$ cat config.mk
export PLATFORM = sky130hd
export DESIGN_NAME = ctrl_pipe_unit
export DESIGN_NICKNAME = d
export VERILOG_FILES = /design/src/rtl/mips_ctrl_pkg.sv /design/src/rtl/ctrl_decode.sv /design/src/rtl/ctrl_pipe_unit.sv
export SDC_FILE = /design/constraint.sdc
export NUM_CORES = 1
export LEC_CHECK = 0
export CORE_UTILIZATION = 46
export CTS_CLUSTER_DIAMETER = 40
export DETAILED_ROUTE_END_ITERATION = 8
export GPL_ROUTABILITY_DRIVEN = 0
export HOLD_SLACK_MARGIN = 0.1
export MAX_ROUTING_LAYER = met4
export PLACE_DENSITY = 0.81
export SYNTH_ARGS = -nofsm -noshare
export SYNTH_HDL_FRONTEND = slang
export SYNTH_SLANG_ARGS = --single-unit
export TNS_END_PERCENT = 5
$ cat constraint.sdc
create_clock -name clk -period 3.1 [get_ports clk]
set_input_delay 0.31 -clock clk [delete_from_list [all_inputs] [get_ports clk]]
set_output_delay 0.31 -clock clk [all_outputs]
set_load 0.005 [all_outputs]
$ cat src/rtl/mips_ctrl_pkg.sv
// Shared opcode/ALUOp encodings and per-stage control bundles for the MIPS pipeline control unit.
package mips_ctrl_pkg;

    localparam int unsigned OPCODE_W     = 6;
    localparam int unsigned ALUOP_BASE_W = 3;

    localparam logic [OPCODE_W-1:0] OP_RTYPE = 6'b000000;
    localparam logic [OPCODE_W-1:0] OP_LW    = 6'b100011;
    localparam logic [OPCODE_W-1:0] OP_SW    = 6'b101011;
    localparam logic [OPCODE_W-1:0] OP_BEQ   = 6'b000100;
    localparam logic [OPCODE_W-1:0] OP_BNE   = 6'b000101;
    localparam logic [OPCODE_W-1:0] OP_ADDI  = 6'b001000;
    localparam logic [OPCODE_W-1:0] OP_ANDI  = 6'b001100;
    localparam logic [OPCODE_W-1:0] OP_ORI   = 6'b001101;
    localparam logic [OPCODE_W-1:0] OP_XORI  = 6'b001110;
    localparam logic [OPCODE_W-1:0] OP_J     = 6'b000010;
    localparam logic [OPCODE_W-1:0] OP_JAL   = 6'b000011;

    localparam logic [ALUOP_BASE_W-1:0] ALU_ADD   = 3'b000;
    localparam logic [ALUOP_BASE_W-1:0] ALU_SUB   = 3'b001;
    localparam logic [ALUOP_BASE_W-1:0] ALU_FUNCT = 3'b010;
    localparam logic [ALUOP_BASE_W-1:0] ALU_XOR   = 3'b011;
    localparam logic [ALUOP_BASE_W-1:0] ALU_AND   = 3'b100;
    localparam logic [ALUOP_BASE_W-1:0] ALU_OR    = 3'b101;

    // Fields consumed in EX
    typedef struct packed {
        logic                    reg_dst;
        logic                    alu_src;
        logic                    sign_zero;
        logic [ALUOP_BASE_W-1:0] alu_op;
    } ex_ctrl_t;

    // Fields consumed in MEM
    typedef struct packed {
        logic mem_read;
        logic mem_write;
        logic branch;
    } mem_ctrl_t;

    // Fields consumed in WB
    typedef struct packed {
        logic reg_write;
        logic mem_to_reg;
        logic link;
    } wb_ctrl_t;

    typedef struct packed {
        ex_ctrl_t  ex;
        mem_ctrl_t mem;
        wb_ctrl_t  wb;
    } ctrl_t;

endpackage

$ cat src/rtl/ctrl_decode.sv
// Combinational opcode decoder: control bundle, destination register, rt usage and legality.
module ctrl_decode
    import mips_ctrl_pkg::*;
#(
    parameter int unsigned REG_AW     = 5,
    parameter bit          ENABLE_JAL = 1'b1
) (
    input  logic [OPCODE_W-1:0] opcode,
    input  logic [REG_AW-1:0]   rt,
    input  logic [REG_AW-1:0]   rd,
    output ctrl_t               ctrl,
    output logic [REG_AW-1:0]   dest,
    output logic                uses_rt,
    output logic                legal,
    output logic                is_jump
);

    always_comb begin
        ctrl    = '0;
        dest    = '0;
        uses_rt = 1'b0;
        legal   = 1'b1;
        is_jump = 1'b0;
        case (opcode)
            OP_RTYPE: begin
                ctrl.ex.reg_dst   = 1'b1;
                ctrl.ex.alu_op    = ALU_FUNCT;
                ctrl.wb.reg_write = 1'b1;
                dest              = rd;
                uses_rt           = 1'b1;
            end
            OP_LW: begin
                ctrl.ex.alu_src    = 1'b1;
                ctrl.ex.alu_op     = ALU_ADD;
                ctrl.mem.mem_read  = 1'b1;
                ctrl.wb.reg_write  = 1'b1;
                ctrl.wb.mem_to_reg = 1'b1;
                dest               = rt;
            end
            OP_SW: begin
                ctrl.ex.alu_src    = 1'b1;
                ctrl.ex.alu_op     = ALU_ADD;
                ctrl.mem.mem_write = 1'b1;
                uses_rt            = 1'b1;
            end
            OP_BEQ, OP_BNE: begin
                ctrl.ex.alu_op  = ALU_SUB;
                ctrl.mem.branch = 1'b1;
                uses_rt         = 1'b1;
            end
            OP_ADDI, OP_ANDI, OP_ORI, OP_XORI: begin
                ctrl.ex.alu_src   = 1'b1;
                ctrl.ex.sign_zero = (opcode != OP_ADDI);
                ctrl.wb.reg_write = 1'b1;
                dest              = rt;
                case (opcode)
                    OP_ANDI: ctrl.ex.alu_op = ALU_AND;
                    OP_ORI:  ctrl.ex.alu_op = ALU_OR;
                    OP_XORI: ctrl.ex.alu_op = ALU_XOR;
                    default: ctrl.ex.alu_op = ALU_ADD;
                endcase
            end
            OP_J: begin
                is_jump = 1'b1;
            end
            OP_JAL: begin
                if (ENABLE_JAL) begin
                    is_jump           = 1'b1;
                    ctrl.wb.reg_write = 1'b1;
                    ctrl.wb.link      = 1'b1;
                    dest              = REG_AW'(31);
                end else begin
                    legal = 1'b0;
                end
            end
            default: legal = 1'b0;
        endcase
    end

endmodule

$ cat src/rtl/ctrl_pipe_unit.sv
// ID-stage control unit: decode, ID/EX -> EX/MEM -> MEM/WB control registers, load-use and flush handling.
module ctrl_pipe_unit
    import mips_ctrl_pkg::*;
#(
    parameter int unsigned REG_AW     = 5,
    parameter int unsigned ALUOP_W    = 3,
    parameter bit          ENABLE_JAL = 1'b1,
    parameter bit          LOAD_STALL = 1'b1
) (
    input  logic               clk,
    input  logic               rst_n,
    input  logic               id_valid,
    input  logic [5:0]         id_opcode,
    input  logic [REG_AW-1:0]  id_rs,
    input  logic [REG_AW-1:0]  id_rt,
    input  logic [REG_AW-1:0]  id_rd,
    input  logic               ex_branch_taken,
    output logic               stall,
    output logic               flush_if_id,
    output logic               id_jump,
    output logic               ex_reg_dst,
    output logic               ex_alu_src,
    output logic               ex_sign_zero,
    output logic [ALUOP_W-1:0] ex_alu_op,
    output logic               mem_read,
    output logic               mem_write,
    output logic               mem_branch,
    output logic               wb_reg_write,
    output logic               wb_mem_to_reg,
    output logic               wb_link,
    output logic [REG_AW-1:0]  ex_wr_reg,
    output logic [REG_AW-1:0]  mem_wr_reg,
    output logic [REG_AW-1:0]  wb_wr_reg,
    output logic               illegal_op
);

    ctrl_t             dec_ctrl;
    logic [REG_AW-1:0] dec_dest;
    logic              dec_uses_rt;
    logic              dec_legal;
    logic              dec_jump;

    ctrl_t             ex_q;
    mem_ctrl_t         mem_q;
    wb_ctrl_t          mem_wb_q;
    wb_ctrl_t          wb_q;
    logic [REG_AW-1:0] ex_wr_q;
    logic [REG_AW-1:0] mem_wr_q;
    logic [REG_AW-1:0] wb_wr_q;
    logic              illegal_q;

    logic              load_use;
    logic              bubble;

    ctrl_decode #(
        .REG_AW     (REG_AW),
        .ENABLE_JAL (ENABLE_JAL)
    ) u_decode (
        .opcode  (id_opcode),
        .rt      (id_rt),
        .rd      (id_rd),
        .ctrl    (dec_ctrl),
        .dest    (dec_dest),
        .uses_rt (dec_uses_rt),
        .legal   (dec_legal),
        .is_jump (dec_jump)
    );

    // Load in EX whose result is needed by the instruction in ID
    assign load_use = LOAD_STALL && id_valid && ex_q.mem.mem_read && (ex_wr_q != '0)
                      && ((ex_wr_q == id_rs) || (dec_uses_rt && (ex_wr_q == id_rt)));

    // Taken branch wins over the interlock; a stalled jump redirects once it is re-decoded
    assign stall       = load_use && !ex_branch_taken;
    assign id_jump     = id_valid && dec_jump && !ex_branch_taken && !stall;
    assign flush_if_id = ex_branch_taken || id_jump;
    assign bubble      = ex_branch_taken || stall || !id_valid || !dec_legal;

    always_ff @(posedge clk) begin
        if (!rst_n) begin
            ex_q      <= '0;
            ex_wr_q   <= '0;
            mem_q     <= '0;
            mem_wb_q  <= '0;
            mem_wr_q  <= '0;
            wb_q      <= '0;
            wb_wr_q   <= '0;
            illegal_q <= 1'b0;
        end else begin
            ex_q      <= bubble ? '0 : dec_ctrl;
            ex_wr_q   <= bubble ? '0 : dec_dest;
            mem_q     <= ex_q.mem;
            mem_wb_q  <= ex_q.wb;
            mem_wr_q  <= ex_wr_q;
            wb_q      <= mem_wb_q;
            wb_wr_q   <= mem_wr_q;
            if (id_valid && !dec_legal) begin
                illegal_q <= 1'b1;
            end
        end
    end

    assign ex_reg_dst    = ex_q.ex.reg_dst;
    assign ex_alu_src    = ex_q.ex.alu_src;
    assign ex_sign_zero  = ex_q.ex.sign_zero;
    assign ex_alu_op     = ALUOP_W'(ex_q.ex.alu_op);
    assign ex_wr_reg     = ex_wr_q;
    assign mem_read      = mem_q.mem_read;
    assign mem_write     = mem_q.mem_write;
    assign mem_branch    = mem_q.branch;
    assign mem_wr_reg    = mem_wr_q;
    assign wb_reg_write  = wb_q.reg_write;
    assign wb_mem_to_reg = wb_q.mem_to_reg;
    assign wb_link       = wb_q.link;
    assign wb_wr_reg     = wb_wr_q;
    assign illegal_op    = illegal_q;

endmodule
**The metal 1 layer**

Supply wires on this layer in grey.
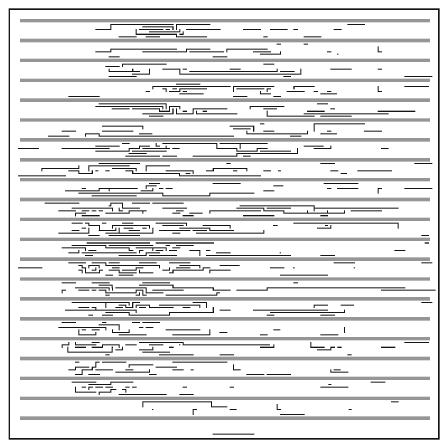
The layer carries 1,370 um of wire. The layer holds 41% of the routed length. The wires run mostly horizontal. The longest straight run is 18.9 um. 207 nets have wire on it.

==> deck_impl_summary.md <==
Synthesis and Place & Route Summary

Critical path
  • Crit-path max cell delay: 0.52 ns
  • Worst Path Class, Setup: reg2out
  • Critical Path AT: 2.44 ns
  • Reg2Reg Launch Point: ex_wr_reg[0]$_SDFF_PP0_
  • Setup crit end kind: output port

Power and ir drop
  • Pwr Density: between 300 and 400 nW/um2
  • P_leak: 0.7703 nW
  • P_clk: 0.208 mW
  • Comb pwr: around 0.094 mW

Detailed routing
  • Iteration-0 DRC Markers: roughly 50
  • Wirelength per Cell: 13.16 um

Yosys
  • Largest area contributor in the netlist: dfxtp_1
  • Multiplexer share: 0%
  • Most instantiated cells after synthesis: 35 x dfxtp_1, 19 x and2_1, 12 x nor4_1
  • YS chip area: 1473 um2

Placement
  • Cells after DPL: 248

Floorplan
  • Die ar.: 3432 um2
  • Die X: 58.58 um
  • Floorplan utilization: 48.24%
  • Number of I/O pins: 56
  • Tap Count: 44
  • Die Y: 58.58 um

Status
  • Status: finished, final reports clean

Final timing
  • Post-layout worst setup margin: about 0.35 ns

Global routing
  • Grt total ovfl: 0
  • GRT Total Usage: between 20% and 30%
  • Largest net degree at the start of global routing: 21

Cells and area
  • Seq area share: 33.55%
  • Top cells excl fill/tap: 55 x clkdlybuf4s50_1, 35 x dfxtp_1, 19 x and2_1, 12 x nor4_1, 11 x nand2_1
  • Logic share of the area: 33.85%
  • Layout cell share with drive strength beyond 1: around 7.6%
  • Inserted Diodes: 0

Min path
  • Hold depth: 1

Clocking
  • CTS tree: built
**Metal 2**

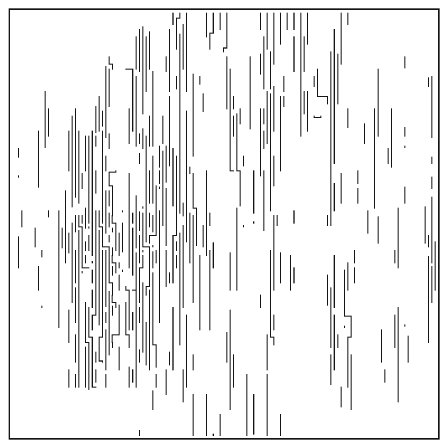
The longest straight run is 24.5 um. The layer carries 1,640 um of wire.
WL final: 3343 um
Vias: 1,348

## critical path: cells and delay by family, from the launching register on
family | cells | cell delay [ns]
AND-OR/OR-AND | 1 | 0.35
buffers and inverters | 1 | 0.52
flip-flops | 1 | 0.37
AND/OR/NAND/NOR | 4 | 0.88
## layer usage
metal / wire length, um / share of wire, % / track usage (%) / vias to the layer above
li1: - / - / - / 655
met4: 125 / 3.7 / 11.22 / 0
met3: 206 / 6.2 / 5.934 / 16
met1: 1373 / 41 / 23.79 / 600
met2: 1638 / 49 / 35.96 / 77
met5: 0 / 0 / - / -
## cells by family after synthesis
kind of cell,after synthesis
xor+xnor,10
flops,35
compound gates,19
buf+inv,12
simple gates,80
Power and IR drop assume default switching activity.
